Fig. 1: run 1, supply network
Bar = 10 microns. Pins as bars on the die edge.
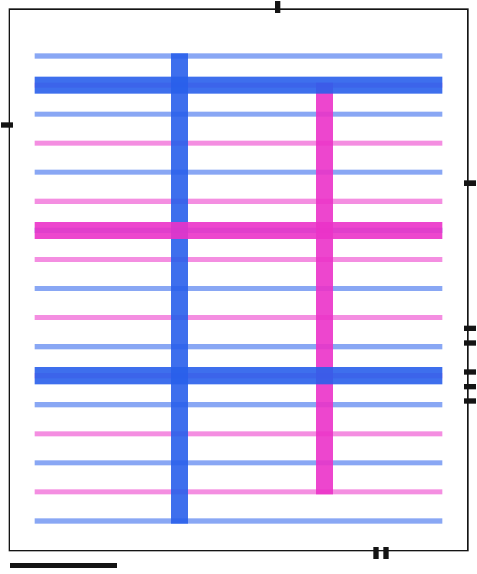
Fig. 2: run 1, placed cells, one colour a class
Bar = 10 microns.
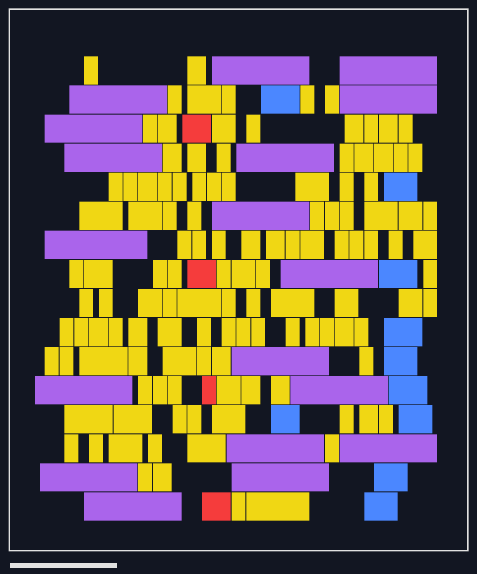
Fig. 3: run 1, clock distribution
Bar = 10 microns.
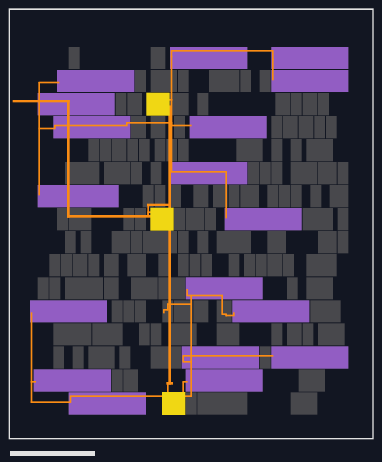
==> src/rtl/outputconditioner_pkg.sv <==
// Shared types and defaults for the output conditioner.
package outputconditioner_pkg;

    localparam int unsigned DEF_COUNTERWIDTH = 10;
    localparam int unsigned DEF_HOLDTIME     = 10;

    typedef enum logic {
        IDLE = 1'b0,
        HOLD = 1'b1
    } state_t;

    // A level request: valid marks presence, value is the requested pin level.
    typedef struct packed {
        logic valid;
        logic value;
    } slot_t;

    // Both strobes together cancel out; otherwise the rise strobe gives the level.
    function automatic slot_t decode_request(input logic rise, input logic fall);
        slot_t r;
        r.valid = rise ^ fall;
        r.value = rise;
        return r;
    endfunction

    // A fresh request takes priority over whatever sits in the pending slot.
    function automatic slot_t pick_candidate(input slot_t req, input slot_t pend);
        slot_t c;
        c = req.valid ? req : pend;
        return c;
    endfunction

endpackage

==> src/rtl/outputconditioner_hold_timer.sv <==
// Load-to-zero hold counter; done is high while the count sits at holdtime-1.
module hold_timer #(
    parameter int unsigned counterwidth = 10,
    parameter int unsigned holdtime     = 10
) (
    input  logic clk,
    input  logic reset,
    input  logic start,
    output logic done
);

    localparam logic [counterwidth-1:0] LAST = counterwidth'(holdtime - 1);

    logic [counterwidth-1:0] count;
    logic [counterwidth-1:0] count_next;

    // Restart on start, otherwise count up and park at the last value.
    always_comb begin
        count_next = count;
        if (start) begin
            count_next = '0;
        end else if (count != LAST) begin
            count_next = count + counterwidth'(1);
        end
    end

    // Count register with done registered from the upcoming count.
    always_ff @(posedge clk or posedge reset) begin
        if (reset) begin
            count <= '0;
            done  <= 1'b0;
        end else begin
            count <= count_next;
            done  <= (count_next == LAST);
        end
    end

endmodule

==> src/rtl/outputconditioner.sv <==
// Turns rise/fall strobes into a pin level that holds each value for holdtime cycles.
module outputconditioner
    import outputconditioner_pkg::*;
#(
    parameter int unsigned counterwidth = DEF_COUNTERWIDTH,
    parameter int unsigned holdtime     = DEF_HOLDTIME
) (
    input  logic clk,
    input  logic reset,
    input  logic riserequest,
    input  logic fallrequest,
    input  logic clearoverrun,
    output logic pinout,
    output logic positiveedge,
    output logic negativeedge,
    output logic busy,
    output logic overrun
);

    state_t state;
    slot_t  pending;
    slot_t  req;
    slot_t  cand;
    logic   done;
    logic   final_edge;
    logic   apply;
    logic   store;
    logic   collide;

    // Decide whether this edge changes the pin, queues a request or flags an overrun.
    always_comb begin
        req        = decode_request(riserequest, fallrequest);
        cand       = pick_candidate(req, pending);
        final_edge = (state == HOLD) && done;
        apply      = 1'b0;
        store      = 1'b0;
        collide    = 1'b0;
        case (state)
            IDLE: begin
                apply = req.valid && (req.value != pinout);
            end
            HOLD: begin
                if (done) begin
                    apply = cand.valid && (cand.value != pinout);
                end else begin
                    store   = req.valid;
                    collide = req.valid && pending.valid && (pending.value != req.value);
                end
            end
            default: begin
                apply = 1'b0;
            end
        endcase
    end

    hold_timer #(
        .counterwidth(counterwidth),
        .holdtime    (holdtime)
    ) u_hold_timer (
        .clk  (clk),
        .reset(reset),
        .start(apply),
        .done (done)
    );

    // FSM, pin level, edge strobes, pending slot and sticky overrun.
    always_ff @(posedge clk or posedge reset) begin
        if (reset) begin
            state        <= IDLE;
            pinout       <= 1'b0;
            positiveedge <= 1'b0;
            negativeedge <= 1'b0;
            pending      <= '0;
            overrun      <= 1'b0;
        end else begin
            positiveedge <= apply && cand.value;
            negativeedge <= apply && !cand.value;
            if (apply) begin
                pinout <= cand.value;
            end

            if (apply) begin
                state <= HOLD;
            end else if (final_edge) begin
                state <= IDLE;
            end

            if (final_edge) begin
                pending <= '0;
            end else if (store) begin
                pending <= req;
            end

            if (collide) begin
                overrun <= 1'b1;
            end else if (clearoverrun) begin
                overrun <= 1'b0;
            end
        end
    end

    // HOLD is the only busy state.
    assign busy = (state == HOLD);

endmodule

==> config.mk <==
export PLATFORM = sky130hd
export DESIGN_NAME = outputconditioner
export DESIGN_NICKNAME = d
export VERILOG_FILES = /design/src/rtl/outputconditioner_pkg.sv /design/src/rtl/outputconditioner_hold_timer.sv /design/src/rtl/outputconditioner.sv
export SDC_FILE = /design/constraint.sdc
export NUM_CORES = 1
export LEC_CHECK = 0
export ABC_AREA = 1
export CAP_MARGIN = 20
export CORE_ASPECT_RATIO = 1.2
export CORE_MARGIN = 2
export CORE_UTILIZATION = 58
export CTS_BUF_LIST = sky130_fd_sc_hd__clkbuf_4
export DETAILED_ROUTE_END_ITERATION = 8
export GPL_TIMING_DRIVEN = 0
export HOLD_SLACK_MARGIN = 0.15
export PLACE_DENSITY = 0.81
export SLEW_MARGIN = 25
export SYNTH_ARGS = -nofsm -noshare
export SYNTH_HDL_FRONTEND = slang
export SYNTH_SLANG_ARGS = --single-unit
==> constraint.sdc <==
create_clock -name clk -period 1.9 [get_ports clk]
set_clock_uncertainty 0.2 [all_clocks]
set_input_delay 0.285 -clock clk [delete_from_list [all_inputs] [get_ports clk]]
set_output_delay 0.285 -clock clk [all_outputs]
set_load 0.05 [all_outputs]
==> summary.json, run 1 <==
{
  "overflow": 0,
  "ys_cells": 140,
  "fp_util": 0.630,
  "min_period_over_period": 0.916,
  "max-slew-margin-rel": 0.547,
  "hold_viol_final": 0,
  "ctsLongestPathBuffers": 2,
  "placedCellCount": 167,
  "die_w_microns": 42.8,
  "critical-path-top-delay-family": "simple AND/OR/NAND/NOR gates",
  "worst-setup-path-type": "reg -> reg",
  "antenna_found_initial": 0,
  "yosys_register_bits": 18,
  "clock_tree_root_driver_cell": "clkbuf_4",
  "synthToLayoutAreaGrowth_pct": 14.9,
  "cpMostUsedCell": "nand3_1",
  "min_path_type": "in -> async",
  "clkSlewWorstSetupHoldPaths_ns": 0.10,
  "min_period_ns": 1.74,
  "route.final.wire_length_mm": 2.07,
  "async_reset_ff_frac": 1.00,
  "stdcell_count": 172,
  "power.sequential.fraction": 0.602,
  "p_comb_frac": 0.092,
  "synth.distinct_cells": 23,
  "cp-end-kind": "flip-flop",
  "synthDominantCellAreaShare": 0.430,
  "numClockSinks": 18,
  "dr.pass1.iters": 4,
  "synth.top_cells.by_count": "inv_1 (32), nand2_1 (28), dfrtp_1 (18), nor2_1 (15), nand3_1 (11)",
  "critPathRequiredTime_ns": 1.94,
  "synth.top_cells.by_area": "dfrtp_1 (43%), inv_1 (11%), nand2_1 (10%), nor2_1 (5.4%), nand3_1 (5.3%)",
  "netlist_instances": 140,
  "synthesis.area_per_instance_sq_um": 7.48,
  "arrival_ns": 1.78,
  "grt.total_usage": 0.228,
  "setup_viol_count_final": 0,
  "grt_max_degree": 19,
  "num_vias": 912,
  "cts_inserted_buffers": 3,
  "report.power.total_w": 0.000650,
  "place.gp.congestion": 0.888,
  "upper_clock_frequency_limit_mhz": 575,
  "htree_num_levels": 1,
  "floorplan.rows": 16,
  "total_negative_slack_ns": 0,
  "switching_share": 0.253,
  "detailedRoute.firstIterationViolations": 24,
  "place_hpwl_mm": 1.50,
  "maxCapViolations": 0,
  "hold_ws_ns": 0.171,
  "yosys_warnings": 0,
  "synth-seq-area-share": 0.430,
  "flop_cell": "dfrtp_1",
  "route.detailed.vias_per_inst": 5.30,
  "power.static_leakage_nw": 0.652,
  "start_kind": "flip-flop",
  "cp_num_buf_inv": 1,
  "power_report.internal_total_w": 0.000485,
  "i_o_buffers": 9,
  "yosys-stat-area_sq_um": 1050,
  "fp.dieArea_sq_um": 2160,
  "enable_flop_cells": 0,
  "cts_tree": "built",
  "grt_first_pass_wirelength_mm": 3.65,
  "run_status": "finished clean",
  "worst_slew_pin_slew_ns": 0.679,
  "power.switching_w": 0.000165,
  "warnings": 27,
  "p_per_area_nw_per_um2": 540,
  "critical_path_peak_fanout": 5,
  "synth.largest_area_cell": "dfrtp_1",
  "path_cells": "ha_1, nand3_1, xor2_2, nand3_1, nor2_1, nand2_1, inv_1, nand3_1, nor2_1",
  "cp_slowest_cell": "dfrtp_2",
  "post_synthesis_instance_area_sq_um": 1050,
  "ant_nets": 0,
  "floorplan.io_pins": 10,
  "drv_slew": 0,
  "design.final.nets": 162,
  "timing.critical_path.slowest_cell_delay_ns": 0.45,
  "final_layout_size_suffix_gt1_frac": 0.149,
  "n_antenna_cell": 0,
  "drc": 0,
  "top_count_cell_post_synth": "inv_1",
  "wire_per_inst_microns": 12.0,
  "floorplan.nets": 147,
  "grt_pass1_vias": 910
}
About Fig. 1:
colour	net
blue	VSS
magenta	VDD
rows	16
met1 rails	17
worst ir drop on vdd: 463 uV
Die Ht: 50.6 microns
core area: 1660 sq um

About Fig. 2:
colour	class	cells	share of their area
red	clock drivers and dummy loads	4	2.2%
purple	flip-flops	18	38%
yellow	all other logic	122	52%
blue	other buffers and delay cells	10	7.7%
share of cell area taken by flip-flops and latches: 0.375
utilization of the core after routing: 0.724

About Fig. 3:
[purple] flip-flops | count: 18
[yellow] cells driving clock nets | count: 3
[orange] clock wires | length: 222 microns
flops lie	spread over the die
routed clock nets	4
clock network power consumption: 0.000198 W
part of the power in the clock network: 0.305
later-pin clock latency in the skew report: 0.30 ns

[run 1: what timing repair did]
action / CTS / global route
pin swaps: 0 / 3
setup buffers: 0 / 1
endpoints found under the setup margin: 5 / 1
gates resized: 5 / 4
hold buffers: 0 / 0
[run 1: cell families after synthesis]
family | synth area share
AOI/OAI and AO/OA | 0.0681
xor gates and xnor gates | 0.0418
adders and majority gates | 0.0239
buffers and inverters | 0.122
DFF | 0.430
and+or+nand+nor | 0.314
[run 1: state kept, by name, indices dropped and copies added (netlist names)]
register,cells
u_hold_timer.count,10
positiveedge,1
pending,2
negativeedge,1
busy,1
pinout,1
u_hold_timer.done,1
overrun,1
[run 1: power by group through the flow]
stage / Clock [W] / Sequential [W] / Combinational (W)
2_1_floorplan: 0 / 0.000411 / 0.0000288
3_3_place_gp: 0 / 0.000399 / 0.0000623
3_5_place_dp: 0 / 0.000399 / 0.0000634
4_1_cts: 0.000201 / 0.000391 / 0.0000611
5_1_grt: 0.000218 / 0.000392 / 0.0000678
6_report: 0.000198 / 0.000391 / 0.0000600
[run 1: routing by layer]
layer  GRT usage  part of all wire  wire, microns
met5           0                 0              0
met4       0.141             0.036             74
met3      0.0216             0.049            101
met2       0.404              0.52           1070
met1       0.258              0.40            823
[run 1: cells in the final DEF, fill, tap and decap left out, types with 2 or more instances in the layout]
cell / count
ha_1: 2
inv_2: 2
inv_1: 32
dlygate4sd2_1: 5
clkbuf_4: 3
nor2_1: 14
dfrtp_1: 17
nand2_2: 6
xor2_1: 3
nor2_4: 2
clkdlybuf4s50_1: 4
nand3_1: 11
a21oi_1: 4
nand4_1: 2
o21ai_0: 4
nor2_2: 2
nand2_1: 28
[run 1: stage by stage]
stage | area (sq um) | utilization | setup WS [ns]
4_1_cts | 1180 | 0.710 | 0.0838
5_1_grt | 1200 | 0.724 | -0.00871
6_report | 1200 | 0.724 | 0.160
3_5_place_dp | 1160 | 0.698 | -0.144
2_1_floorplan | 1050 | - | 0.200
3_3_place_gp | 1160 | 0.698 | -0.0862
[run 1: area by class of cell]
type	count	area [sq um]
inverter	34	128
multi-input combinational	88	484
timing repair buffer	10	91.3
sequential	18	452
clock buffer	3	22.5
fill	140	458
tap	18	22.5
clock inverter	1	3.75
[run 1: final timing paths]
path / from / slack [ns] / depth (start not counted) / endpoint
setup / recovery: u_hold_timer.count[0] / 0.16 / 9 / u_hold_timer.done
hold / removal: reset / 0.17 / 2 / u_hold_timer.count[9]
setup reg to reg: u_hold_timer.count[0] / 0.16 / 9 / u_hold_timer.done
hold reg to reg: overrun / 0.32 / 2 / overrun
max in group asynchronous: reset / 0.86 / 2 / u_hold_timer.count[0]
min in group clk: overrun / 0.32 / 2 / overrun
Fig. 4: run 1, placement view
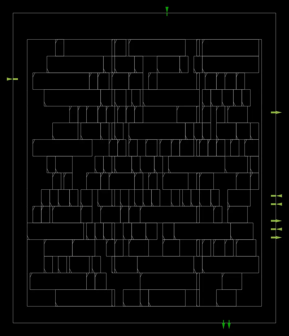

==> run 2: changes to the inputs <==
- CTS_CLUSTER_SIZE: unset -> 14
- GPL_TIMING_DRIVEN: 0 -> unset
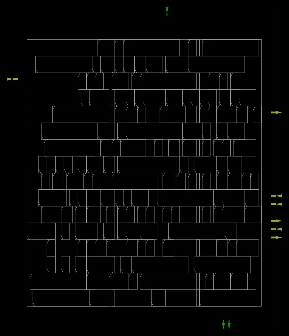
Fig. 5. Placement view (run 2).
num sequential: 18
number of rows created at floorplan: 16
share of cell area taken by flip-flops and latches: 0.368

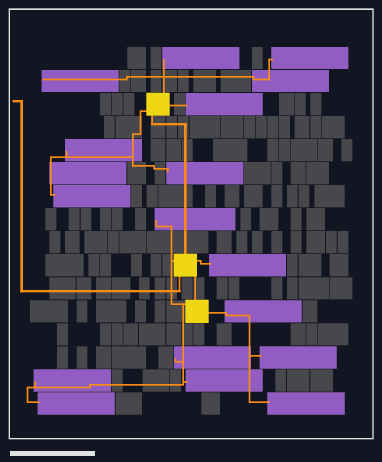
Fig. 6. Clock distribution (run 2).
Bar = 10 microns.
[yellow] cells driving clock nets | count: 3
[purple] flip-flops | count: 18
[orange] clock wires | length: 216 microns
routed clock nets	4
clock network power consumption: 0.000183 W
part of the power in the clock network: 0.286
later-pin clock latency in the skew report: 0.29 ns

==> summary.json, run 2 <==
{
  "vdd_ir_drop_max_uv": 309,
  "fill_cells": 143,
  "cp_slowest_cell": "dfrtp_2",
  "maxCapViolations": 0,
  "cp_num_buf_inv": 1,
  "wire_per_inst_microns": 12.0,
  "synth-seq-area-share": 0.430,
  "top_flop_regs": "u_hold_timer.count (10), pending (2)",
  "placedCellCount": 171,
  "max-slew-margin-rel": 0.833,
  "layout.cells.most_common": "inv_1",
  "drc": 0,
  "postLayoutCoreUtil": 0.738,
  "top_count_cell_post_synth": "inv_1",
  "grt_first_pass_wirelength_mm": 3.57,
  "path_cells": "ha_1, nand3_1, xor2_1, nand3_1, nor2_2, nand2_1, inv_1, nand3_1, nor2_1",
  "top_usage_layer": "met2",
  "netlist_instances": 140,
  "power.static_leakage_nw": 0.665,
  "place_hpwl_mm": 1.59,
  "post_synthesis_instance_area_sq_um": 1050,
  "detailedRoute.firstIterationViolations": 13,
  "grt_max_degree": 19,
  "critical-path-top-delay-family": "simple AND/OR/NAND/NOR gates",
  "cts_tree": "built",
  "n_antenna_cell": 0,
  "drv_slew": 0,
  "ant_nets": 0,
  "coreArea_sq_um": 1660,
  "i_o_buffers": 9,
  "die_w_microns": 42.8,
  "cp-end-kind": "flip-flop",
  "cpMostUsedCell": "nand3_1",
  "design.final.nets": 166,
  "grt_pass1_vias": 893,
  "grt.met2_usage": 0.394,
  "critPathRequiredTime_ns": 1.93,
  "stdcell_count": 175,
  "dr.pass1.iters": 4,
  "fp_util": 0.630,
  "dieHeight_microns": 50.6,
  "place.gp.congestion": 0.919,
  "enable_flop_cells": 0,
  "total_negative_slack_ns": 0,
  "worst-setup-path-type": "reg -> reg",
  "floorplan.io_pins": 10,
  "grt.total_usage": 0.224,
  "worst_slew_pin_slew_ns": 0.250,
  "number_of_flip_flops_in_the_largest_register": 10,
  "final_layout_size_suffix_gt1_frac": 0.185,
  "final_cell_mix": "inv_1 (32), nand2_1 (28), dfrtp_1 (17), nor2_1 (14), nand3_1 (11)",
  "p_per_area_nw_per_um2": 524,
  "setup_viol_count_final": 0,
  "synthesis.area_per_instance_sq_um": 7.48,
  "clock_tree_root_driver_cell": "clkbuf_4",
  "numClockSinks": 18,
  "fp.dieArea_sq_um": 2160,
  "clkSlewWorstSetupHoldPaths_ns": 0.09,
  "upper_clock_frequency_limit_mhz": 574,
  "synthToLayoutAreaGrowth_pct": 17.1,
  "min_period_ns": 1.74,
  "synth.top_cells.by_area": "dfrtp_1 (43%), inv_1 (11%), nand2_1 (10%), nor2_1 (5.4%), nand3_1 (5.3%)",
  "overflow": 0,
  "grt_util_met3": 0.0396,
  "cts_inserted_buffers": 3,
  "antenna_found_initial": 0,
  "route.detailed.vias_per_inst": 5.17,
  "route.final.wire_length_mm": 2.09,
  "synthDominantCellAreaShare": 0.430,
  "run_status": "finished clean",
  "registers.top_by_ff_count": "u_hold_timer.count",
  "yosys_register_bits": 18,
  "num_vias": 905,
  "timing.critical_path.slowest_cell_delay_ns": 0.45,
  "hold_viol_final": 0,
  "yosys-stat-area_sq_um": 1050,
  "start_kind": "flip-flop",
  "synth.top_cells.by_count": "inv_1 (32), nand2_1 (28), dfrtp_1 (18), nor2_1 (15), nand3_1 (11)",
  "warnings": 27,
  "yosys_warnings": 0,
  "gr-usage-met1": 0.246,
  "min_path_type": "reg -> reg",
  "synth.distinct_cells": 23,
  "grt_setup_unrepaired": "false",
  "r2r_setup_slk_ns": 0.16,
  "htree_num_levels": 1,
  "ys_cells": 140,
  "synth.largest_area_cell": "dfrtp_1",
  "floorplan.nets": 147,
  "min_period_over_period": 0.917,
  "flop_cell": "dfrtp_1",
  "async_reset_ff_frac": 1.00,
  "post_cts.repair.setup_buffers": 0,
  "critical_path_peak_fanout": 5,
  "arrival_ns": 1.77,
  "ctsLongestPathBuffers": 2
}
-- run 2: final timing paths --
check	start	to	cells after the start
max	u_hold_timer.count[0]	u_hold_timer.done	9
min	overrun	overrun	2
max reg2reg	u_hold_timer.count[0]	u_hold_timer.done	9
min reg2reg	overrun	overrun	2
max in group asynchronous	reset	u_hold_timer.count[0]	4
min in group asynchronous	reset	pending[0]	4
-- run 2: tightest hold or removal path, cell delays in order, from the launching register on --
cell     delay (ns)
dfrtp_1        0.39
inv_1          0.05
o21ai_0        0.06
-- run 2: cells by family after synthesis --
kind of cell | Yosys count | share of synthesized area
simple gates | 69 | 0.314
buf+inv | 34 | 0.122
flops | 18 | 0.430
compound gates | 12 | 0.0681
xor+xnor | 5 | 0.0418
fa+ha+maj | 2 | 0.0239
-- run 2: cell type report --
cell class	count	area (sq um)	share of cell area
Inverter	34	128	0.104
Multi-Input combinational cell	88	472	0.385
Sequential cell	18	452	0.368
Clock buffer	3	22.5	0.0184
Timing Repair Buffer	14	130	0.106
Tap cell	18	22.5	0.0184
-- run 2: power by group --
part           leakage [nW]  switching (W)  internal, W   total, W
clock network        0.0138       0.000110    0.0000737   0.000183
logic                 0.437      0.0000422    0.0000249  0.0000671
registers             0.215     0.00000303     0.000388   0.000392
total                 0.665       0.000155     0.000487   0.000642
-- run 2: layer usage --
| layer | part of all wire | wire (microns) |
|---|---|---|
| met4 | 0.025 | 53 |
| met3 | 0.044 | 93 |
| met2 | 0.52 | 1090 |
| met1 | 0.41 | 861 |
| met5 | 0 | 0 |
-- run 2: what timing repair did --
item | 4_1_cts | 5_1_grt
endpoints found under the setup margin | 0 | 1
hold buffers | 1 | 0
endpoints found under the hold margin | 18 | 0
resized | 0 | 2
-- run 2: stage by stage --
stage                     total power (W)  area [sq um]  hold slack (ns)  setup slack (ns)
after floorplan                  0.000440          1050           0.0236             0.200
after global placement           0.000463          1190            0.305           -0.0162
after detailed placement         0.000465          1190            0.324           -0.0399
after CTS                        0.000649          1220            0.341             0.132
after global routing             0.000671          1230            0.364            0.0229
final                            0.000642          1230            0.338             0.158
Power and IR drop assume default switching activity.
